===== src/rtl/multdiv_ctrl_if.sv =====
// Pipeline/unit-side bundle of the multiply/divide issue controller.
// slave = controller view, master = pipeline and arithmetic unit view.
interface multdiv_ctrl_if #(
  parameter int RD_W = 5
) ();
  logic            flush;
  logic            req_valid;
  logic            req_is_div;
  logic [31:0]     req_opA;
  logic [31:0]     req_opB;
  logic [RD_W-1:0] req_rd;
  logic            req_ready;
  logic            busy;
  logic [31:0]     unit_operandA;
  logic [31:0]     unit_operandB;
  logic            ctrl_MULT;
  logic            ctrl_DIV;
  logic [31:0]     unit_result;
  logic            unit_exception;
  logic            unit_resultRDY;
  logic            wb_valid;
  logic [RD_W-1:0] wb_rd;
  logic [31:0]     wb_data;
  logic            wb_exception;

  modport slave (
    input  flush, req_valid, req_is_div,
    input  req_opA, req_opB, req_rd,
    input  unit_result, unit_exception,
    input  unit_resultRDY,
    output req_ready, busy,
    output unit_operandA, unit_operandB,
    output ctrl_MULT, ctrl_DIV,
    output wb_valid, wb_rd, wb_data,
    output wb_exception
  );

  modport master (
    output flush, req_valid, req_is_div,
    output req_opA, req_opB, req_rd,
    output unit_result, unit_exception,
    output unit_resultRDY,
    input  req_ready, busy,
    input  unit_operandA, unit_operandB,
    input  ctrl_MULT, ctrl_DIV,
    input  wb_valid, wb_rd, wb_data,
    input  wb_exception
  );
endinterface


===== src/rtl/multdiv_ctrl.sv =====
// Issue/sequencing controller for the shared iterative mult/div units.
// Define MULTDIV_SHORTCUT_EN to complete zero-operand ops without the unit.
module multdiv_ctrl #(
  parameter int TIMEOUT_CYCLES = 40,
  parameter int RD_W           = 5
) (
  input  logic           clock,
  input  logic           reset,
  multdiv_ctrl_if.slave  bus
);
  localparam int CW = $clog2(TIMEOUT_CYCLES + 1);

  typedef enum logic [1:0] {
    IDLE  = 2'd0,
    START = 2'd1,
    WAIT  = 2'd2,
    DONE  = 2'd3
  } state_e;

  state_e          state_q, state_d;
  logic [31:0]     opa_q, opa_d;
  logic [31:0]     opb_q, opb_d;
  logic [31:0]     res_q, res_d;
  logic [RD_W-1:0] rd_q, rd_d;
  logic            div_q, div_d;
  logic            exc_q, exc_d;
  logic [CW-1:0]   cnt_q, cnt_d;
  logic            accept;
  logic            wb_en;

`ifdef MULTDIV_SHORTCUT_EN
  logic shortcut;
  assign shortcut = bus.req_is_div ?
    (bus.req_opB == '0) :
    ((bus.req_opA == '0) | (bus.req_opB == '0));
`endif

  assign accept = bus.req_valid & ~bus.flush
                & (state_q == IDLE);

  always_ff @(posedge clock) begin
    if (reset) begin
      state_q <= IDLE;
      opa_q   <= '0;
      opb_q   <= '0;
      res_q   <= '0;
      rd_q    <= '0;
      div_q   <= 1'b0;
      exc_q   <= 1'b0;
      cnt_q   <= '0;
    end else begin
      state_q <= state_d;
      opa_q   <= opa_d;
      opb_q   <= opb_d;
      res_q   <= res_d;
      rd_q    <= rd_d;
      div_q   <= div_d;
      exc_q   <= exc_d;
      cnt_q   <= cnt_d;
    end
  end

  always_comb begin
    state_d = state_q;
    opa_d   = opa_q;
    opb_d   = opb_q;
    res_d   = res_q;
    rd_d    = rd_q;
    div_d   = div_q;
    exc_d   = exc_q;
    cnt_d   = cnt_q;
    unique case (state_q)
      IDLE: begin
        if (accept) begin
          opa_d   = bus.req_opA;
          opb_d   = bus.req_opB;
          rd_d    = bus.req_rd;
          div_d   = bus.req_is_div;
          state_d = START;
`ifdef MULTDIV_SHORTCUT_EN
          if (shortcut) begin
            res_d   = '0;
            exc_d   = bus.req_is_div;
            state_d = DONE;
          end
`endif
        end
      end
      START: begin
        cnt_d   = '0;
        state_d = WAIT;
      end
      WAIT: begin
        cnt_d = cnt_q + CW'(1);
        // a result arriving on the limit cycle beats the timeout
        if (bus.unit_resultRDY) begin
          res_d   = bus.unit_result;
          exc_d   = bus.unit_exception;
          state_d = DONE;
        end else if (cnt_q == CW'(TIMEOUT_CYCLES)) begin
          res_d   = '0;
          exc_d   = 1'b1;
          state_d = DONE;
        end
      end
      DONE: state_d = IDLE;
    endcase
    if (bus.flush) state_d = IDLE;
  end

  assign wb_en = (state_q == DONE) & (rd_q != '0)
               & ~bus.flush & ~reset;

  assign bus.req_ready     = (state_q == IDLE);
  assign bus.busy          = (state_q != IDLE);
  assign bus.unit_operandA = opa_q;
  assign bus.unit_operandB = opb_q;
  assign bus.ctrl_MULT     = (state_q == START) & ~div_q;
  assign bus.ctrl_DIV      = (state_q == START) & div_q;
  assign bus.wb_valid      = wb_en;
  assign bus.wb_rd         = wb_en ? rd_q : '0;
  assign bus.wb_data       = wb_en ? res_q : '0;
  assign bus.wb_exception  = wb_en & exc_q;
endmodule

===== src/flat_wrapper.sv =====
// flat-port wrapper written by rule: the top's interface ports become plain ports
module multdiv_ctrl_flat 
#(
  parameter int TIMEOUT_CYCLES = 40,
  parameter int RD_W           = 5
)
  (clock, reset, bus_flush, bus_req_valid, bus_req_is_div, bus_req_opA, bus_req_opB, bus_req_rd, bus_unit_result, bus_unit_exception, bus_unit_resultRDY, bus_req_ready, bus_busy, bus_unit_operandA, bus_unit_operandB, bus_ctrl_MULT, bus_ctrl_DIV, bus_wb_valid, bus_wb_rd, bus_wb_data, bus_wb_exception);
  multdiv_ctrl_if #(.RD_W(RD_W)) bus_i ();
  input  logic clock;
  input  logic reset;
  input wire logic [$bits(bus_i.flush)-1:0] bus_flush;
  input wire logic [$bits(bus_i.req_valid)-1:0] bus_req_valid;
  input wire logic [$bits(bus_i.req_is_div)-1:0] bus_req_is_div;
  input wire logic [$bits(bus_i.req_opA)-1:0] bus_req_opA;
  input wire logic [$bits(bus_i.req_opB)-1:0] bus_req_opB;
  input wire logic [$bits(bus_i.req_rd)-1:0] bus_req_rd;
  input wire logic [$bits(bus_i.unit_result)-1:0] bus_unit_result;
  input wire logic [$bits(bus_i.unit_exception)-1:0] bus_unit_exception;
  input wire logic [$bits(bus_i.unit_resultRDY)-1:0] bus_unit_resultRDY;
  output wire logic [$bits(bus_i.req_ready)-1:0] bus_req_ready;
  output wire logic [$bits(bus_i.busy)-1:0] bus_busy;
  output wire logic [$bits(bus_i.unit_operandA)-1:0] bus_unit_operandA;
  output wire logic [$bits(bus_i.unit_operandB)-1:0] bus_unit_operandB;
  output wire logic [$bits(bus_i.ctrl_MULT)-1:0] bus_ctrl_MULT;
  output wire logic [$bits(bus_i.ctrl_DIV)-1:0] bus_ctrl_DIV;
  output wire logic [$bits(bus_i.wb_valid)-1:0] bus_wb_valid;
  output wire logic [$bits(bus_i.wb_rd)-1:0] bus_wb_rd;
  output wire logic [$bits(bus_i.wb_data)-1:0] bus_wb_data;
  output wire logic [$bits(bus_i.wb_exception)-1:0] bus_wb_exception;
  assign bus_i.flush = bus_flush;
  assign bus_i.req_valid = bus_req_valid;
  assign bus_i.req_is_div = bus_req_is_div;
  assign bus_i.req_opA = bus_req_opA;
  assign bus_i.req_opB = bus_req_opB;
  assign bus_i.req_rd = bus_req_rd;
  assign bus_i.unit_result = bus_unit_result;
  assign bus_i.unit_exception = bus_unit_exception;
  assign bus_i.unit_resultRDY = bus_unit_resultRDY;
  assign bus_req_ready = bus_i.req_ready;
  assign bus_busy = bus_i.busy;
  assign bus_unit_operandA = bus_i.unit_operandA;
  assign bus_unit_operandB = bus_i.unit_operandB;
  assign bus_ctrl_MULT = bus_i.ctrl_MULT;
  assign bus_ctrl_DIV = bus_i.ctrl_DIV;
  assign bus_wb_valid = bus_i.wb_valid;
  assign bus_wb_rd = bus_i.wb_rd;
  assign bus_wb_data = bus_i.wb_data;
  assign bus_wb_exception = bus_i.wb_exception;
  multdiv_ctrl #(.TIMEOUT_CYCLES(TIMEOUT_CYCLES), .RD_W(RD_W)) u_core (.clock(clock), .reset(reset), .bus(bus_i));
endmodule

===== config.mk =====
export PLATFORM = sky130hd
export DESIGN_NAME = multdiv_ctrl_flat
export DESIGN_NICKNAME = d
export VERILOG_FILES = /design/src/rtl/multdiv_ctrl_if.sv /design/src/rtl/multdiv_ctrl.sv /design/src/flat_wrapper.sv
export SDC_FILE = /design/constraint.sdc
export NUM_CORES = 1
export LEC_CHECK = 0
export ABC_AREA = 1
export CORE_MARGIN = 2
export CORE_UTILIZATION = 44
export CTS_CLUSTER_DIAMETER = 80
export DETAILED_ROUTE_END_ITERATION = 8
export PLACE_DENSITY = 0.9
export RECOVER_POWER = 50
export SKIP_LAST_GASP = 1
export SLEW_MARGIN = 10
export SYNTH_ARGS = -nofsm -noshare
export SYNTH_HDL_FRONTEND = slang
export SYNTH_SLANG_ARGS = --single-unit

===== constraint.sdc =====
create_clock -name clock -period 2.4 [get_ports clock]
set_input_delay 0.48 -clock clock [delete_from_list [all_inputs] [get_ports clock]]
set_output_delay 0.48 -clock clock [all_outputs]
set_load 0.05 [all_outputs]

Run 1, cell sizes after repair:
Scale bar: 20 um.
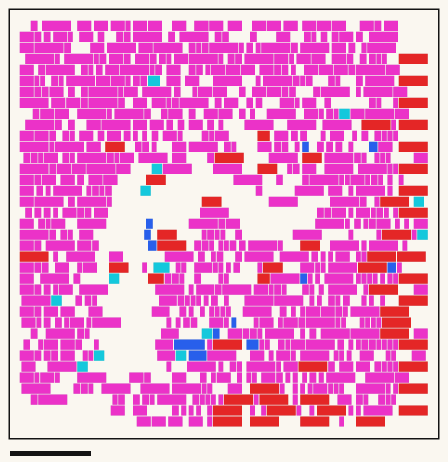
- _0 and _1 cells: magenta (cells 728)
- _3 and _4 cells: cyan (cells 13)
- _6 and larger: red (cells 52)
- _2 cells: blue (cells 12)
Syn-to-layout area delta: 57.65%
finished layout cell area: 0.007209 mm^2
Non-CTS buffers: 224
minimum setup slack in the final design: 0.1451 ns

Run 1, clock distribution:
Scale bar: 20 um.
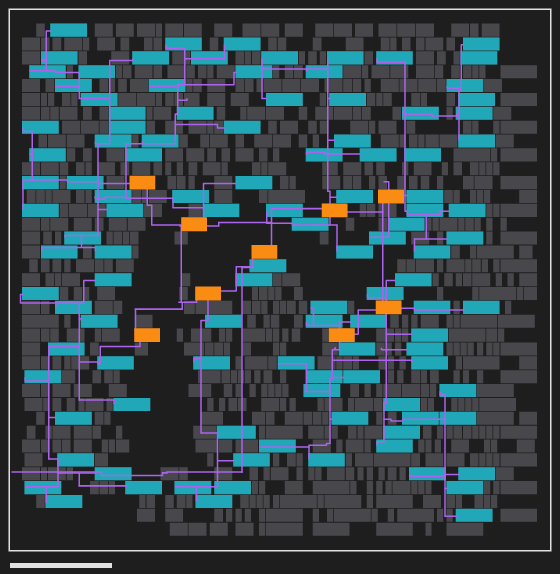
- flip-flops: cyan (count 111)
- clock wires: purple (length 1140 um)
- clock drivers: orange (count 9)
- flops lie: widely spread

==> run notes, run 1 <==
### Status
• status: finished, final reports clean

### Final layout
• multi-input combinational cell area: 0.001821 mm^2
• area taken by flip-flops and latches: 0.002223 mm^2
• Leading cell kind: non-clock buffers
• Finished Layout Cells: 942
• Comb/total area: 0.2525
• utilization after layout: 0.7079
• ratio of cells with drive above 1 in the final layout: 0.09565
• fill cell instance count of the final layout: 807
• CLK BUF: 9
• Flops: 111

### Routing
• Met2 Wirelength: 6354 um
• via count: 4605
• wire per inst: 13.89 um
• Pre-antenna DRT Iters: 4
• residual DRC count: 0

### STA
• crit share post-route: 0.9395
• unrepaired setup endpoints after global routing: false
• Max Slew Vio Count: 0
• hold violation total from the final report: 0
• final-layout setup total negative slack: 0 ns
• Slew Limit Headroom: 0.2823
• Post-Route Skew: 0.01691 ns
• worst hold slack after final layout: 0.4639 ns

### CTS
• CTS buffer count: 9
• sink count of the clock tree: 111
• maximum root-to-sink buffer count: 2
• CTS Hold Bufs: 0
• Post CTS Setup Buffer Count: 0
• maximum level of the CTS H-tree: 3

### Synthesis
• top area cells in the synthesized netlist: sky130_fd_sc_hd__dfxtp_1, sky130_fd_sc_hd__a21oi_1, sky130_fd_sc_hd__nand2_1
• count of mapped cells out of synthesis: 608
• area share of and-or/or-and cells after synthesis: 0.1343
• post-synth tally of flip-flops with integrated enable: 0
• top area contributor share: 0.4859
• average instance area after synthesis: 7.522 um^2
• simple-gate portion of the synthesized area: 0.2440
• Floorplan Nets: 723
• Largest logic family: simple AND/OR/NAND/NOR gates
• cell area after synthesis: 0.004573 mm^2
• Post-synth ARST share: 0
• parity-gate share of the synthesized area counting xor and xnor cells: 0
• yosys-reported design area after synthesis: 0.004573 mm^2
• ys flop type: sky130_fd_sc_hd__dfxtp_1

### Global route
• busiest layer in global routing: met2
• maximum number of pins on one net before global-route repair: 66
• number of global-route vias before repair: 4503
• met1 track demand over resource: 0.2741

### Flow run
• count of max-cap constraint violations: 0

### Floorplanning
• standard-cell rows: 37

### Power
• switching component of the power: 0.001155 W
• VDD IR-drop max: 0.0004414 V
• relative contribution of combinational cells to total power: 0.215
• total power: 0.003805 W
• group with the largest share of power: sequential cells
• sequential power: 0.00196 W

### Worst setup path
• crit-path cells: clkdlybuf4s50_1 -> nor3b_2 -> nand2_1 -> buf_12 -> nor2_1 -> buf_12
• Critical path origin: bus_flush
• endpoint of the worst register-to-register path: u_core.rd_q[3]
• arrival time worst endpoint: 1.77 ns
• crit path capture type: primary output
• Max stage delay on crit path: 0.43 ns
• maximum net fanout on the critical path: 38
• endpoint of the worst setup timing path: bus_wb_data[8]
• buffers and inverters on the worst path: 3
• reg-to-reg setup timing slack: 0.28 ns
• reg-to-reg critical path startpoint: u_core.state_q[1]

### Hold path
• classification of the worst-slack hold path: reg -> reg
• instance count along the most critical hold path: 2

### Placement
• number of placed instances with taps included: 925
• Placement Setup Slack: 0.1059 ns
• number of I/O port buffers: 214

Run 1, signal wires on met4:
Supply wires on this layer in gray.
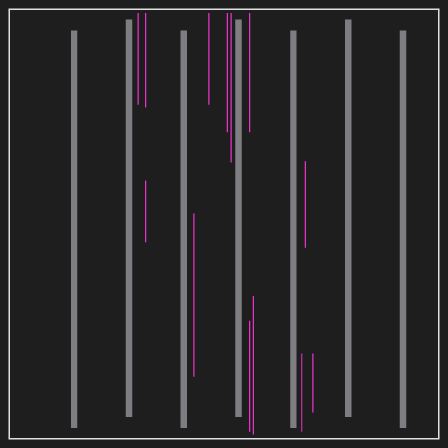
- main direction: vertical
- longest straight run: 40.1 um
- share of all routed wire: 2.6%

## Run 2: what changed since run 1
CORE_UTILIZATION = 28   (was 44)
GPL_ROUTABILITY_DRIVEN = 0   (was default)
PLACE_DENSITY = 0.63   (was 0.9)
==> run 2 against run 1 <==
Net effect:
- die size is 55% higher
- sequential share of layout area fell by 1.1 points
- clock power up 45%
- via count down 2.7%
- cell count rose by 8.7%
- cell area up 3.6%
- worst hold slack lost 0.0034 ns
- routed wire length up 7.2%
- flip-flop count unchanged
- register-to-register slack hardly changed
- clock skew shrank 0.0095 ns
- largest cell class unchanged
==> run notes, run 2 <==
### Floorplanning
• standard-cell rows: 46, was 37
• I/O pins: 215, unchanged
• die height: 131.8 um, was 106.0 um

### STA
• Max Slew Vio Count: 0, unchanged
• final worst path period need: 2.310 ns, was 2.255 ns
• unrepaired setup endpoints after global routing: false, unchanged
• Max Freq: 432.9 MHz, was 443.5 MHz
• hold violation total from the final report: 0, unchanged
• worst hold slack after final layout: 0.4605 ns, was 0.4639 ns
• crit share post-route: 0.9625, was 0.9395
• final-layout setup total negative slack: 0 ns, unchanged
• minimum setup slack in the final design: 0.08999 ns, was 0.1451 ns
• Slew Limit Headroom: 0.2028, was 0.2823

### Final layout
• Flops: 111, unchanged
• Syn-to-layout area delta: 63.39%, was 57.65%
• Leading cell kind: non-clock buffers, unchanged
• CLK BUF: 11, was 9
• ratio of cells with drive above 1 in the final layout: 0.1152, was 0.09565
• finished layout cell area: 0.007472 mm^2, was 0.007209 mm^2
• Non-CTS buffers: 226, was 224
• Comb/total area: 0.2493, was 0.2525
• multi-input combinational cell area: 0.001863 mm^2, was 0.001821 mm^2
• fill cell instance count of the final layout: 1613, was 807
• Finished Layout Cells: 1024, was 942

### Worst setup path
• maximum net fanout on the critical path: 21, was 38
• reg-to-reg setup timing slack: 0.28 ns, about the same
• buffers and inverters on the worst path: 3, unchanged
• data required time of the worst path: 1.92 ns, about the same
• endpoint of the worst register-to-register path: u_core.res_q[8], was u_core.rd_q[3]
• Critical path origin: bus_flush, unchanged
• crit-path cells: clkdlybuf4s50_1 -> nor3b_2 -> nand2_1 -> buf_12 -> nor2_1 -> buf_12, unchanged
• arrival time worst endpoint: 1.83 ns, was 1.77 ns
• Max stage delay on crit path: 0.43 ns, about the same
• crit path capture type: primary output, unchanged
• endpoint of the worst setup timing path: bus_wb_rd[2], was bus_wb_data[8]
• reg-to-reg critical path startpoint: u_core.cnt_q[0], was u_core.state_q[1]

### Synthesis
• post-synth tally of flip-flops with integrated enable: 0, unchanged
• average instance area after synthesis: 7.522 um^2, unchanged
• Floorplan Nets: 723, unchanged
• parity-gate share of the synthesized area counting xor and xnor cells: 0, unchanged
• cell area after synthesis: 0.004573 mm^2, unchanged
• Largest logic family: simple AND/OR/NAND/NOR gates, unchanged
• simple-gate portion of the synthesized area: 0.2440, unchanged
• yosys-reported design area after synthesis: 0.004573 mm^2, unchanged
• cell type with the highest aggregate area in the netlist: sky130_fd_sc_hd__dfxtp_1, unchanged
• count of mapped cells out of synthesis: 608, unchanged
• area share of and-or/or-and cells after synthesis: 0.1343, unchanged
• top area cells in the synthesized netlist: sky130_fd_sc_hd__dfxtp_1, sky130_fd_sc_hd__a21oi_1, sky130_fd_sc_hd__nand2_1, unchanged
• top area contributor share: 0.4859, unchanged
• Post-synth ARST share: 0, unchanged
• total cells reported by yosys after synthesis: 608, unchanged
• ys flop type: sky130_fd_sc_hd__dfxtp_1, unchanged

### CTS
• CTS Hold Bufs: 0, unchanged
• maximum root-to-sink buffer count: 2, unchanged
• sink count of the clock tree: 111, unchanged
• CTS buffer count: 9, unchanged
• maximum level of the CTS H-tree: 3, unchanged
• Post CTS Setup Buffer Count: 0, unchanged

### Power
• VDD IR-drop max: 0.0004690 V, was 0.0004414 V
• group with the largest share of power: sequential cells, unchanged
• internal cell power: 0.003068 W, was 0.002650 W
• total power: 0.004264 W, was 0.003805 W
• switching component of the power: 0.001195 W, was 0.001155 W
• relative contribution of combinational cells to total power: 0.192, was 0.215

### Routing
• Met2 Wirelength: 6580 um, was 6354 um
• wire per inst: 13.70 um, was 13.89 um
• residual DRC count: 0, unchanged
• Pre-antenna DRT Iters: 6, was 4
• DR vias/cell: 4.377, was 4.889
• via count: 4482, was 4605

### Global route
• met1 track demand over resource: 0.1943, was 0.2741
• number of global-route vias before repair: 4298, was 4503
• busiest layer in global routing: met2, unchanged
• GRT Total Usage: 0.1599, was 0.2292
• maximum number of pins on one net before global-route repair: 53, was 66

### Status
• status: finished, final reports clean, unchanged

### Flow run
• count of max-cap constraint violations: 0, unchanged

### Placement
• number of placed instances with taps included: 1007, was 925
• Placement Setup Slack: 0.006489 ns, was 0.1059 ns
• number of I/O port buffers: 214, unchanged

### Hold path
• classification of the worst-slack hold path: reg -> reg, unchanged
• instance count along the most critical hold path: 2, unchanged

Run 2, clock distribution:
Scale bar: 50 um.
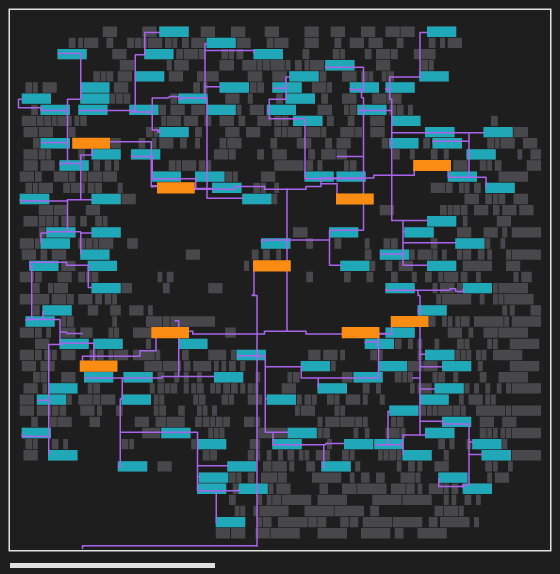
- clock drivers: orange (count 9)
- flip-flops: cyan (count 111)
- clock wires: purple (length 1450 um)
- flops lie: widely spread
- routed clock nets: 10
clock group power: 0.00149 W
Post-Route Skew: 0.007407 ns
Clk network pwr share: 0.349
clock network latency to the later pin of the worst-skew pair: 0.35 ns

Run 2, sequential cells grouped by signal name:
Other sequential cells in the stronger gray, the rest of the logic in the fainter gray.
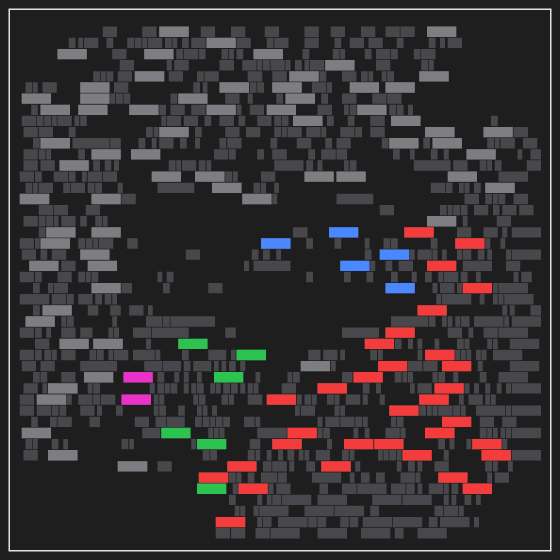
- u_core.cnt_q: green (flops 6)
- u_core.res_q: red (flops 32)
- u_core.state_q: magenta (flops 2)
- u_core.rd_q: blue (flops 5)
- not colored: 66
utilization after layout: 0.4687
fraction of standard cell area that is sequential: 0.2974
sequential power: 0.00196 W
area taken by flip-flops and latches: 0.002222 mm^2

Power is estimated from default activity; no workload was simulated.
